**src/rtl/layers_readout_arbiter_if.sv**
```systemverilog
// Grant handshake between the layer interrupt arbiter (master) and the shared layer SPI readout engine (slave).
interface layers_readout_arbiter_if #(
  parameter int unsigned IDX_WIDTH = 2
);
  logic                 readout_req;
  logic [IDX_WIDTH-1:0] readout_layer;
  logic                 readout_ack;
  logic                 readout_done;

  modport master (
    output readout_req,
    output readout_layer,
    input  readout_ack,
    input  readout_done
  );

  modport slave (
    input  readout_req,
    input  readout_layer,
    output readout_ack,
    output readout_done
  );
endinterface

```
**src/rtl/layers_readout_arbiter.sv**
```systemverilog
// N-layer interrupt scheduler: synchronises and masks AstroPix layer interrupts, grants the shared
// readout engine round-robin, and aborts a grant that overruns its timeout.
module layers_readout_arbiter #(
  parameter int unsigned LAYER_COUNT    = 3,
  parameter int unsigned IDX_WIDTH      = (LAYER_COUNT > 1) ? $clog2(LAYER_COUNT) : 1,
  parameter int unsigned TIMEOUT_CYCLES = 4096,
  parameter int unsigned HOLDOFF_CYCLES = 4
) (
  input  logic                     sysclk,
  input  logic                     resn,
  input  logic [LAYER_COUNT-1:0]   layer_interruptn,
  input  logic [LAYER_COUNT-1:0]   layer_enable,
  layers_readout_arbiter_if.master rd,
  output logic                     readout_abort,
  output logic [LAYER_COUNT-1:0]   layer_hold,
  output logic [LAYER_COUNT-1:0]   pending,
  output logic                     busy,
  output logic [15:0]              timeout_count
);

  localparam int unsigned TMR_W = $clog2(TIMEOUT_CYCLES);
  localparam int unsigned HC_W  = (HOLDOFF_CYCLES > 1) ? $clog2(HOLDOFF_CYCLES) : 1;

  localparam logic [TMR_W-1:0] TMR_LAST = TMR_W'(TIMEOUT_CYCLES - 1);
  localparam logic [HC_W-1:0]  HC_LAST  = HC_W'(HOLDOFF_CYCLES - 1);
  localparam logic [15:0]      CNT_MAX  = 16'hFFFF;

  localparam logic [1:0] ST_IDLE    = 2'd0;
  localparam logic [1:0] ST_REQ     = 2'd1;
  localparam logic [1:0] ST_ACTIVE  = 2'd2;
  localparam logic [1:0] ST_HOLDOFF = 2'd3;

  logic [1:0]             state_q,  state_d;
  logic [LAYER_COUNT-1:0] sync_q;
  logic [LAYER_COUNT-1:0] pending_q;
  logic                   req_q,    req_d;
  logic [IDX_WIDTH-1:0]   layer_q,  layer_d;
  logic [IDX_WIDTH-1:0]   rr_q,     rr_d;
  logic [LAYER_COUNT-1:0] hold_q,   hold_d;
  logic                   abort_q,  abort_d;
  logic [TMR_W-1:0]       timer_q,  timer_d;
  logic [HC_W-1:0]        hcnt_q,   hcnt_d;
  logic [15:0]            tcount_q, tcount_d;
  logic                   busy_q;

  logic                   sel_found;
  logic [IDX_WIDTH-1:0]   sel_idx;
  int unsigned            cand;

  // First stage catches the asynchronous pins; the second stage folds in the enable mask.
  always_ff @(posedge sysclk) begin
    if (!resn) begin
      sync_q    <= '1;
      pending_q <= '0;
    end else begin
      sync_q    <= layer_interruptn;
      pending_q <= ~sync_q & layer_enable;
    end
  end

  // Round-robin pick: first pending layer after the last grant, wrapping mod LAYER_COUNT.
  always_comb begin
    sel_found = 1'b0;
    sel_idx   = rr_q;
    cand      = 0;
    for (int unsigned k = 1; k <= LAYER_COUNT; k++) begin
      cand = (32'(rr_q) + k) % LAYER_COUNT;
      if (!sel_found && pending_q[IDX_WIDTH'(cand)]) begin
        sel_found = 1'b1;
        sel_idx   = IDX_WIDTH'(cand);
      end
    end
  end

  always_comb begin
    state_d  = state_q;
    req_d    = req_q;
    layer_d  = layer_q;
    rr_d     = rr_q;
    hold_d   = hold_q;
    abort_d  = 1'b0;
    timer_d  = timer_q;
    hcnt_d   = hcnt_q;
    tcount_d = tcount_q;

    case (state_q)
      ST_IDLE: begin
        if (sel_found) begin
          layer_d = sel_idx;
          rr_d    = sel_idx;
          req_d   = 1'b1;
          state_d = ST_REQ;
        end
      end

      // The request is never retracted once raised, whatever happens to the interrupt or mask.
      ST_REQ: begin
        if (rd.readout_ack) begin
          req_d   = 1'b0;
          hold_d  = LAYER_COUNT'(1) << layer_q;
          timer_d = '0;
          state_d = ST_ACTIVE;
        end
      end

      ST_ACTIVE: begin
        timer_d = timer_q + TMR_W'(1);
        if (rd.readout_done) begin
          hold_d  = '0;
          hcnt_d  = '0;
          state_d = ST_HOLDOFF;
        end else if (timer_q == TMR_LAST) begin
          abort_d = 1'b1;
          if (tcount_q != CNT_MAX) begin
            tcount_d = tcount_q + 16'd1;
          end
          hold_d  = '0;
          hcnt_d  = '0;
          state_d = ST_HOLDOFF;
        end
      end

      ST_HOLDOFF: begin
        if (hcnt_q == HC_LAST) begin
          state_d = ST_IDLE;
        end else begin
          hcnt_d = hcnt_q + HC_W'(1);
        end
      end

      default: state_d = ST_IDLE;
    endcase
  end

  // rr_q resets to the last layer so that layer 0 is the first one searched.
  always_ff @(posedge sysclk) begin
    if (!resn) begin
      state_q  <= ST_IDLE;
      req_q    <= 1'b0;
      layer_q  <= '0;
      rr_q     <= IDX_WIDTH'(LAYER_COUNT - 1);
      hold_q   <= '0;
      abort_q  <= 1'b0;
      timer_q  <= '0;
      hcnt_q   <= '0;
      tcount_q <= '0;
      busy_q   <= 1'b0;
    end else begin
      state_q  <= state_d;
      req_q    <= req_d;
      layer_q  <= layer_d;
      rr_q     <= rr_d;
      hold_q   <= hold_d;
      abort_q  <= abort_d;
      timer_q  <= timer_d;
      hcnt_q   <= hcnt_d;
      tcount_q <= tcount_d;
      busy_q   <= (state_d != ST_IDLE);
    end
  end

  assign rd.readout_req   = req_q;
  assign rd.readout_layer = layer_q;
  assign readout_abort    = abort_q;
  assign layer_hold       = hold_q;
  assign pending          = pending_q;
  assign busy             = busy_q;
  assign timeout_count    = tcount_q;

endmodule

```
**src/flat_wrapper.sv**
```systemverilog
// flat-port wrapper written by rule: the top's interface ports become plain ports
module layers_readout_arbiter_flat 
#(
  parameter int unsigned LAYER_COUNT    = 3,
  parameter int unsigned IDX_WIDTH      = (LAYER_COUNT > 1) ? $clog2(LAYER_COUNT) : 1,
  parameter int unsigned TIMEOUT_CYCLES = 4096,
  parameter int unsigned HOLDOFF_CYCLES = 4
)
  (sysclk, resn, layer_interruptn, layer_enable, readout_abort, layer_hold, pending, busy, timeout_count, rd_readout_req, rd_readout_layer, rd_readout_ack, rd_readout_done);
  layers_readout_arbiter_if #(.IDX_WIDTH(IDX_WIDTH)) rd_i ();
  input  logic sysclk;
  input  logic resn;
  input  logic [LAYER_COUNT-1:0] layer_interruptn;
  input  logic [LAYER_COUNT-1:0] layer_enable;
  output logic readout_abort;
  output logic [LAYER_COUNT-1:0] layer_hold;
  output logic [LAYER_COUNT-1:0] pending;
  output logic busy;
  output logic [15:0] timeout_count;
  output wire logic [$bits(rd_i.readout_req)-1:0] rd_readout_req;
  output wire logic [$bits(rd_i.readout_layer)-1:0] rd_readout_layer;
  input wire logic [$bits(rd_i.readout_ack)-1:0] rd_readout_ack;
  input wire logic [$bits(rd_i.readout_done)-1:0] rd_readout_done;
  assign rd_readout_req = rd_i.readout_req;
  assign rd_readout_layer = rd_i.readout_layer;
  assign rd_i.readout_ack = rd_readout_ack;
  assign rd_i.readout_done = rd_readout_done;
  layers_readout_arbiter #(.LAYER_COUNT(LAYER_COUNT), .IDX_WIDTH(IDX_WIDTH), .TIMEOUT_CYCLES(TIMEOUT_CYCLES), .HOLDOFF_CYCLES(HOLDOFF_CYCLES)) u_core (.sysclk(sysclk), .resn(resn), .layer_interruptn(layer_interruptn), .layer_enable(layer_enable), .rd(rd_i), .readout_abort(readout_abort), .layer_hold(layer_hold), .pending(pending), .busy(busy), .timeout_count(timeout_count));
endmodule
```
**config.mk**
```make
export PLATFORM = sky130hd
export DESIGN_NAME = layers_readout_arbiter_flat
export DESIGN_NICKNAME = d
export VERILOG_FILES = /design/src/rtl/layers_readout_arbiter_if.sv /design/src/rtl/layers_readout_arbiter.sv /design/src/flat_wrapper.sv
export SDC_FILE = /design/constraint.sdc
export NUM_CORES = 1
export LEC_CHECK = 0
export ABC_AREA = 1
export CAP_MARGIN = 10
export CORE_UTILIZATION = 35
export DETAILED_ROUTE_END_ITERATION = 6
export GPL_TIMING_DRIVEN = 0
export HOLD_SLACK_MARGIN = 0.08
export PLACE_DENSITY = 0.63
export SLEW_MARGIN = 20
export SYNTH_ARGS = -nofsm -noshare
export SYNTH_HDL_FRONTEND = slang
export SYNTH_SLANG_ARGS = --single-unit
```
**constraint.sdc**
```tcl
create_clock -name sysclk -period 1.8 [get_ports sysclk]
set_input_delay 0.27 -clock sysclk [delete_from_list [all_inputs] [get_ports sysclk]]
set_output_delay 0.27 -clock sysclk [all_outputs]
set_load 0.01 [all_outputs]
```
==> job_summary.md, run 1 <==
### Metrics collected by this job

| Metric | Value |
|---|---|
| Chip area | about 7700 um^2 |
| GRT busiest layer | met2 |
| Worst Hold Endpoint | u_core.pending[1] |
| Top cell excl fill/tap | nand2_1 |
| Number of fill cells in the layout | approximately 720 |
| RR Startpoint | u_core.timeout_count[0] |
| Post-synthesis net count | between 300 and 400 |
| Number of H-tree levels | 2 |
| Post-DRT Antenna Nets | 0 |
| Clock Root Buffer | clkbuf_8 |
| Crit-path most repeated cell | nor2_4 |
| Pins Over Slew Limit | 0 |
| Crit path DRT | roughly 2000 ps |
| CP max stage delay | 390 ps |
| Seq_cells | roughly 47 |
| Sw Ratio | 0.338 |
| Total design power | 2.93 mW |
| Logic area | roughly 1500 um^2 |
| Signal buf overhead | 0.136 |
| Gate power share | 0.312 |
| Hold/Removal Path Class | reg2reg |
| Fin crit period | 1670 ps |
| Hold Vio Cnt, Final | 0 |
| DR vias/cell | around 4.8 |
| CTS clk-pin slew, worst paths | approximately 90 ps |
| Die Span Y | 87.6 um |
| CP arrival | 1850 ps |
| FP Util | 0.369 |
| Initial antenna violation count | 0 |
| Signal buffers | 47 |
| Critical path buffers and inverters | 3 |
| Cell area leaders | dfxtp_1 (37%), nand2_1 (14%), inv_1 (5.6%) |
| Sequential share of cell area | 0.292 |
| Capture point of the worst reg-to-reg path | u_core.timeout_count[6] |
| Latency at later pin | 300 ps |
| Hold Buf Count CTS | 0 |
| Post-DP HPWL | 4370 um |
| Outcome | complete, no violations |
| LEAKAGE | around 1.2 nW |
| Int Pwr | slightly below 2 mW |
| Max clock buf depth | 2 |
| Sequential cell power | 1.21 mW |
| R2r setup slk | about 130 ps |
| Area grow syn2layout | 27.7% |
| Pre-antenna DRT Iters | 4 |
| CP max stage cell | dfxtp_4 |
| Met3 Routed Length | roughly 250 um |
| Post-route non-filler standard cell count | 509 |
| Max Cap Violations | 0 |
| Initial DRC Count | 84 |
| Maximum VDD drop | 0.000314 V |
| Highest-power group | registers |
| Hold path depth | 1 |
| Commonest flop | dfxtp_1 |
| Post-synthesis instance total | 366 |
| Routed WL per cell | 11.6 um |
| I/O pin count | 37 |
| Layout cells sized above 1 | 0.162 |
| GPL Wtd Cong | between 0.8 and 0.9 |
| Top routing layer in use | met4 |
| Syn avg cell area | around 7 um^2 |
| CP Class | reg2reg |
| Placed insts | ~500 |
| Largest net degree at the start of global routing | 17 |
| Sequential share of power | 0.414 |
[run 1: sequential cells by signal (all words and copies together) (netlist names), 2 cells and up]
register and cells:
u_core.timer_q 12, u_core.hcnt_q 2, u_core.layer_hold 3, u_core.sync_q 3, u_core.rr_q 2, u_core.timeout_count 16, u_core.pending 3, u_core.state_q 2
[run 1: through the flow]
step           hold slack, ps  setup TNS, ps  cell area (um^2)
4_1_cts                   391              0              3190
6_report                  385              0              3280
5_1_grt                   399          -8.67              3280
3_5_place_dp              375          -1880              3050
3_3_place_gp              370          -1660              3050
2_1_floorplan             366              0              2560
[run 1: logic make-up after synthesis]
group / Yosys count / share of synthesized area
compound gates: 55 / 0.131
simple gates: 195 / 0.341
fa+ha+maj: 7 / 0.0341
xor+xnor: 11 / 0.0376
buf+inv: 51 / 0.0893
flops: 47 / 0.367
==> run_1/m1.png <==
Scale bar: 20 um.
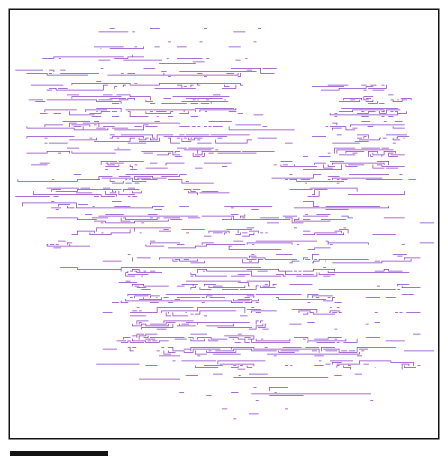
main direction: horizontal
wire length on this layer: 2880 um
longest straight run: 28.5 um
nets with wire on the layer: 397
share of all routed wire: 49%
met1 Resource Use GR: 0.211
final WL: 5910 um
vias: 2442

==> run_1/m2.png <==
Scale bar: 20 um. Cells faint in the background.
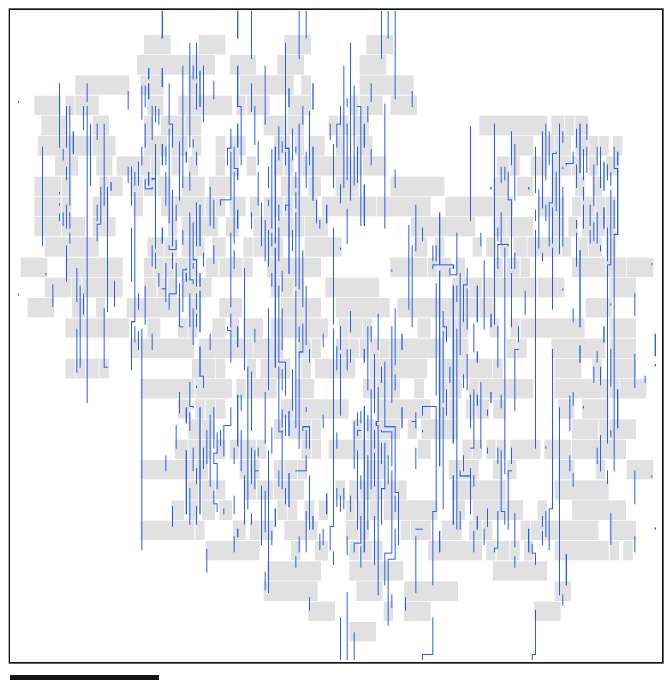
share of all routed wire: 46%
longest straight run: 39.8 um
main direction: vertical
nets with wire on the layer: 337
wire length on this layer: 2720 um
met2 Track Usage GR: 0.274

==> run_1/m3.png <==
Scale bar: 20 um. Cells faint in the background.
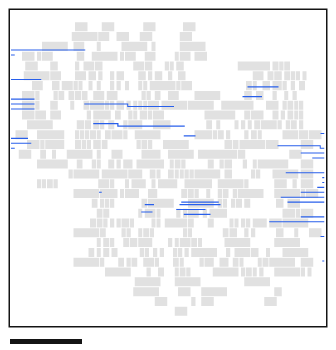
nets with wire on the layer: 32
wire length on this layer: 252 um
longest straight run: 20.2 um
main direction: horizontal
met3 Usage GRT: 0.0320

==> run_1/congestion_map.png <==
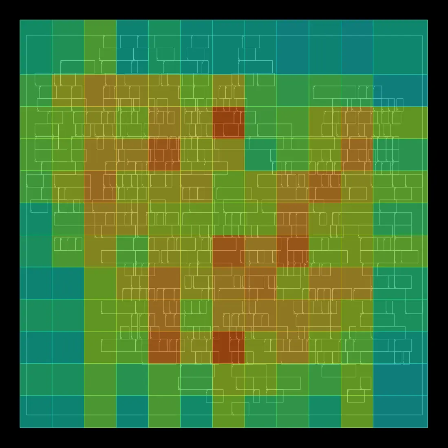

==> run 2: changes to the inputs <==
Settings changed: ABC_AREA 1 to unset, ABC_CLOCK_PERIOD_IN_PS set to 1800, CORE_MARGIN set to 3, PLACE_DENSITY 0.63 to 0.64.
==> run_2/congestion_map.png <==
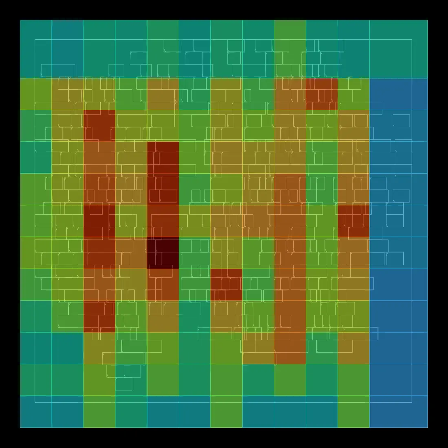
GRT busiest layer: met2
met1 Resource Use GR: 0.226
Final Util: 0.499

==> run_2/m1.png <==
Scale bar: 20 um.
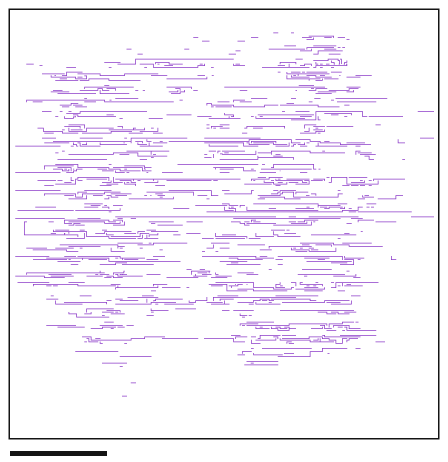
share of all routed wire: 48%
nets with wire on the layer: 327

==> job_summary.md, run 2 <==
### Metrics collected by this job

| Metric | Value |
|---|---|
| Setup crit start | u_core.rr_q[0] |
| Crit. End Element | flip-flop |
| Sink Count | 47 |
| Post-DP Area | between 2000 and 3000 um^2 |
| Hold path depth | 4 |
| Aoi share | 0.180 |
| Number of fill cells in the layout | between 600 and 700 |
| Chip area | roughly 7800 um^2 |
| Post-synthesis instance total | about 290 |
| Mux contribution to synthesized area | 0.0346 |
| Highest-power group | registers |
| Sw Ratio | 0.292 |
| Clock group power | about 0.62 mW |
| Crit path DRT | approximately 2000 ps |
| Pre-antenna DRT Iters | 4 |
| CTS tree | built |
| Commonest flop | dfxtp_1 |
| Logic family by area | simple AND/OR/NAND/NOR gates |
| DR vias/cell | between 5 and 6 |
| Sum Neg Setup Slack | -1480 ps |
| Fin area | 3220 um^2 |
| Clock power frac | 0.276 |
| Post-DP HPWL | roughly 4300 um |
| Area grow syn2layout | 35.1% |
| LEAKAGE | around 1.2 nW |
| Worst Setup EP | u_core.rr_q[0] |
| Fin Hold WS | roughly 320 ps |
| Latency at later pin | roughly 300 ps |
| Signal buffers | 64 |
| Syn avg cell area | approximately 8.3 um^2 |
| Maximum VDD drop | approximately 0.00037 V |
| Ys async rst share | 0 |
| Clk tree area frac | 0.0256 |
| Die Span Y | 88.5 um |
| Nets | 360 |
| Vias | between 2000 and 2500 |
| Worst reg2reg path depth | 7 |
| FP Util | 0.369 |
| CP Class | reg2reg |
| Clock Root Buffer | clkbuf_8 |
| CTS clk-pin slew, worst paths | 80 ps |
| Total design power | between 2 and 2.5 mW |
| Final WL | ~6300 um |
| Int Pwr | between 1.5 and 2 mW |
| XOR/XNOR Area Share | 0.0110 |
| Post-synth design cell area | around 2400 um^2 |
| Max Cap Violations | 0 |
| Combinational power | slightly above 0.5 mW |
| Sequential share of cell area | 0.305 |
| Startpoint types | flip-flop |
| Largest class | logic gates |
| Met2 Track Usage GR | 0.271 |
| Max clock buf depth | 2 |
| Post-route non-filler standard cell count | between 400 and 500 |
| Yosys cell types | between 50 and 60 |
| Max FFs per register | 16 |
| Met3 Routed Length | 187 um |
| RSZ-0062 raised after global routing | yes |
| Tool warnings | 32 |
| Seq_cells | ~47 |
| Failing checks | negative setup slack |
| Fin crit period | between 2000 and 2500 ps |
| Met3 Usage GRT | 0.0298 |
| IO buf count | 36 |
| Number of H-tree levels | 2 |
| Leading area contributor after synthesis | dfxtp_1 |
| Vias in the first global route | around 2100 |
| Sequential share of power | 0.494 |
| Post-DRT Antenna Nets | 0 |
| Largest net degree at the start of global routing | 15 |
| Routed WL per cell | around 15 um |
| Clock buf count | 5 |
| Initial antenna violation count | 0 |
| Post-synth top cells | dfxtp_1 (47), nand2_1 (35), nor2_1 (21), a21oi_1 (19), o21ai_0 (16) |
| Crit-path cells | inv_4, ha_4, mux2_4, a222oi_1, o221a_2, nor2_2, o221a_1 |
| Sequential cell power | 1.11 mW |
| Initial DRC Count | 116 |
| Top routing layer in use | met4 |
| WP depth | 7 |
| R2r setup slk | -280 ps |
| Layout cells sized above 1 | 0.219 |
| Die X | roughly 89 um |
| GPL Wtd Cong | around 0.84 |
| Logic area | roughly 1400 um^2 |
| Placed insts | around 400 |
| # setup viols final | 6 |
| Hold/Removal Path Class | in2reg |
| CP max stage cell | a222oi_1 |
| Placement Setup Slack | -513 ps |
| I/O pin count | 37 |
| CP arrival | around 2300 ps |
| Cell area leaders | dfxtp_1 (39%), nand2_1 (5.5%), a21oi_1 (4.0%) |
| Yosys simple share | 0.290 |
| Adder share | 0.0367 |
| Hold Vio Cnt, Final | 0 |
| Post-synthesis net count | 303 |
| Gate power share | 0.231 |
| Register area share after synthesis | 0.395 |
| Multi-Input Combinational | 215 |
| PnR worst setup slack | -283 ps |
| Pins Over Slew Limit | 0 |
| Outcome | complete, but fails checks |
| RR Startpoint | u_core.rr_q[0] |
| Capture point of the worst reg-to-reg path | u_core.rr_q[0] |
| Cts bufs inserted | 5 |
| CP max stage delay | around 430 ps |
| Most numerous cell in the Yosys netlist | dfxtp_1 |
| Met2 wire len | between 3000 and 4000 um |
| Signal buf overhead | 0.178 |
| Critical path buffers and inverters | 1 |
run 2: netlist changes by cell type after synthesis, sizes merged, moves of 9 or more:
cell and delta:
nand2b +11, nor4 +9, nand3 -15, a21oi -13
nor2 -15, inv -30, nand2 -74
run 2: how the worst min path moves through the flow:
stage	from	end
after detailed placement	u_core.sync_q[2]	u_core.pending[2]
after CTS	u_core.sync_q[2]	u_core.pending[2]
after floorplan	resn	u_core.sync_q[0]
after global routing	rd_readout_done	u_core.readout_abort
after global placement	u_core.sync_q[2]	u_core.pending[2]
final	rd_readout_done	u_core.readout_abort
run 2: repair_timing:
action                     4_1_cts  5_1_grt
setup endpoints to repair       27       25
setup buffers                   10        3
resized                         20       32
gates cloned                     0        2
hold buffers                     0        0
pin swaps                       13        8
Power figures rest on the tool's default switching activity, not on a simulated workload.
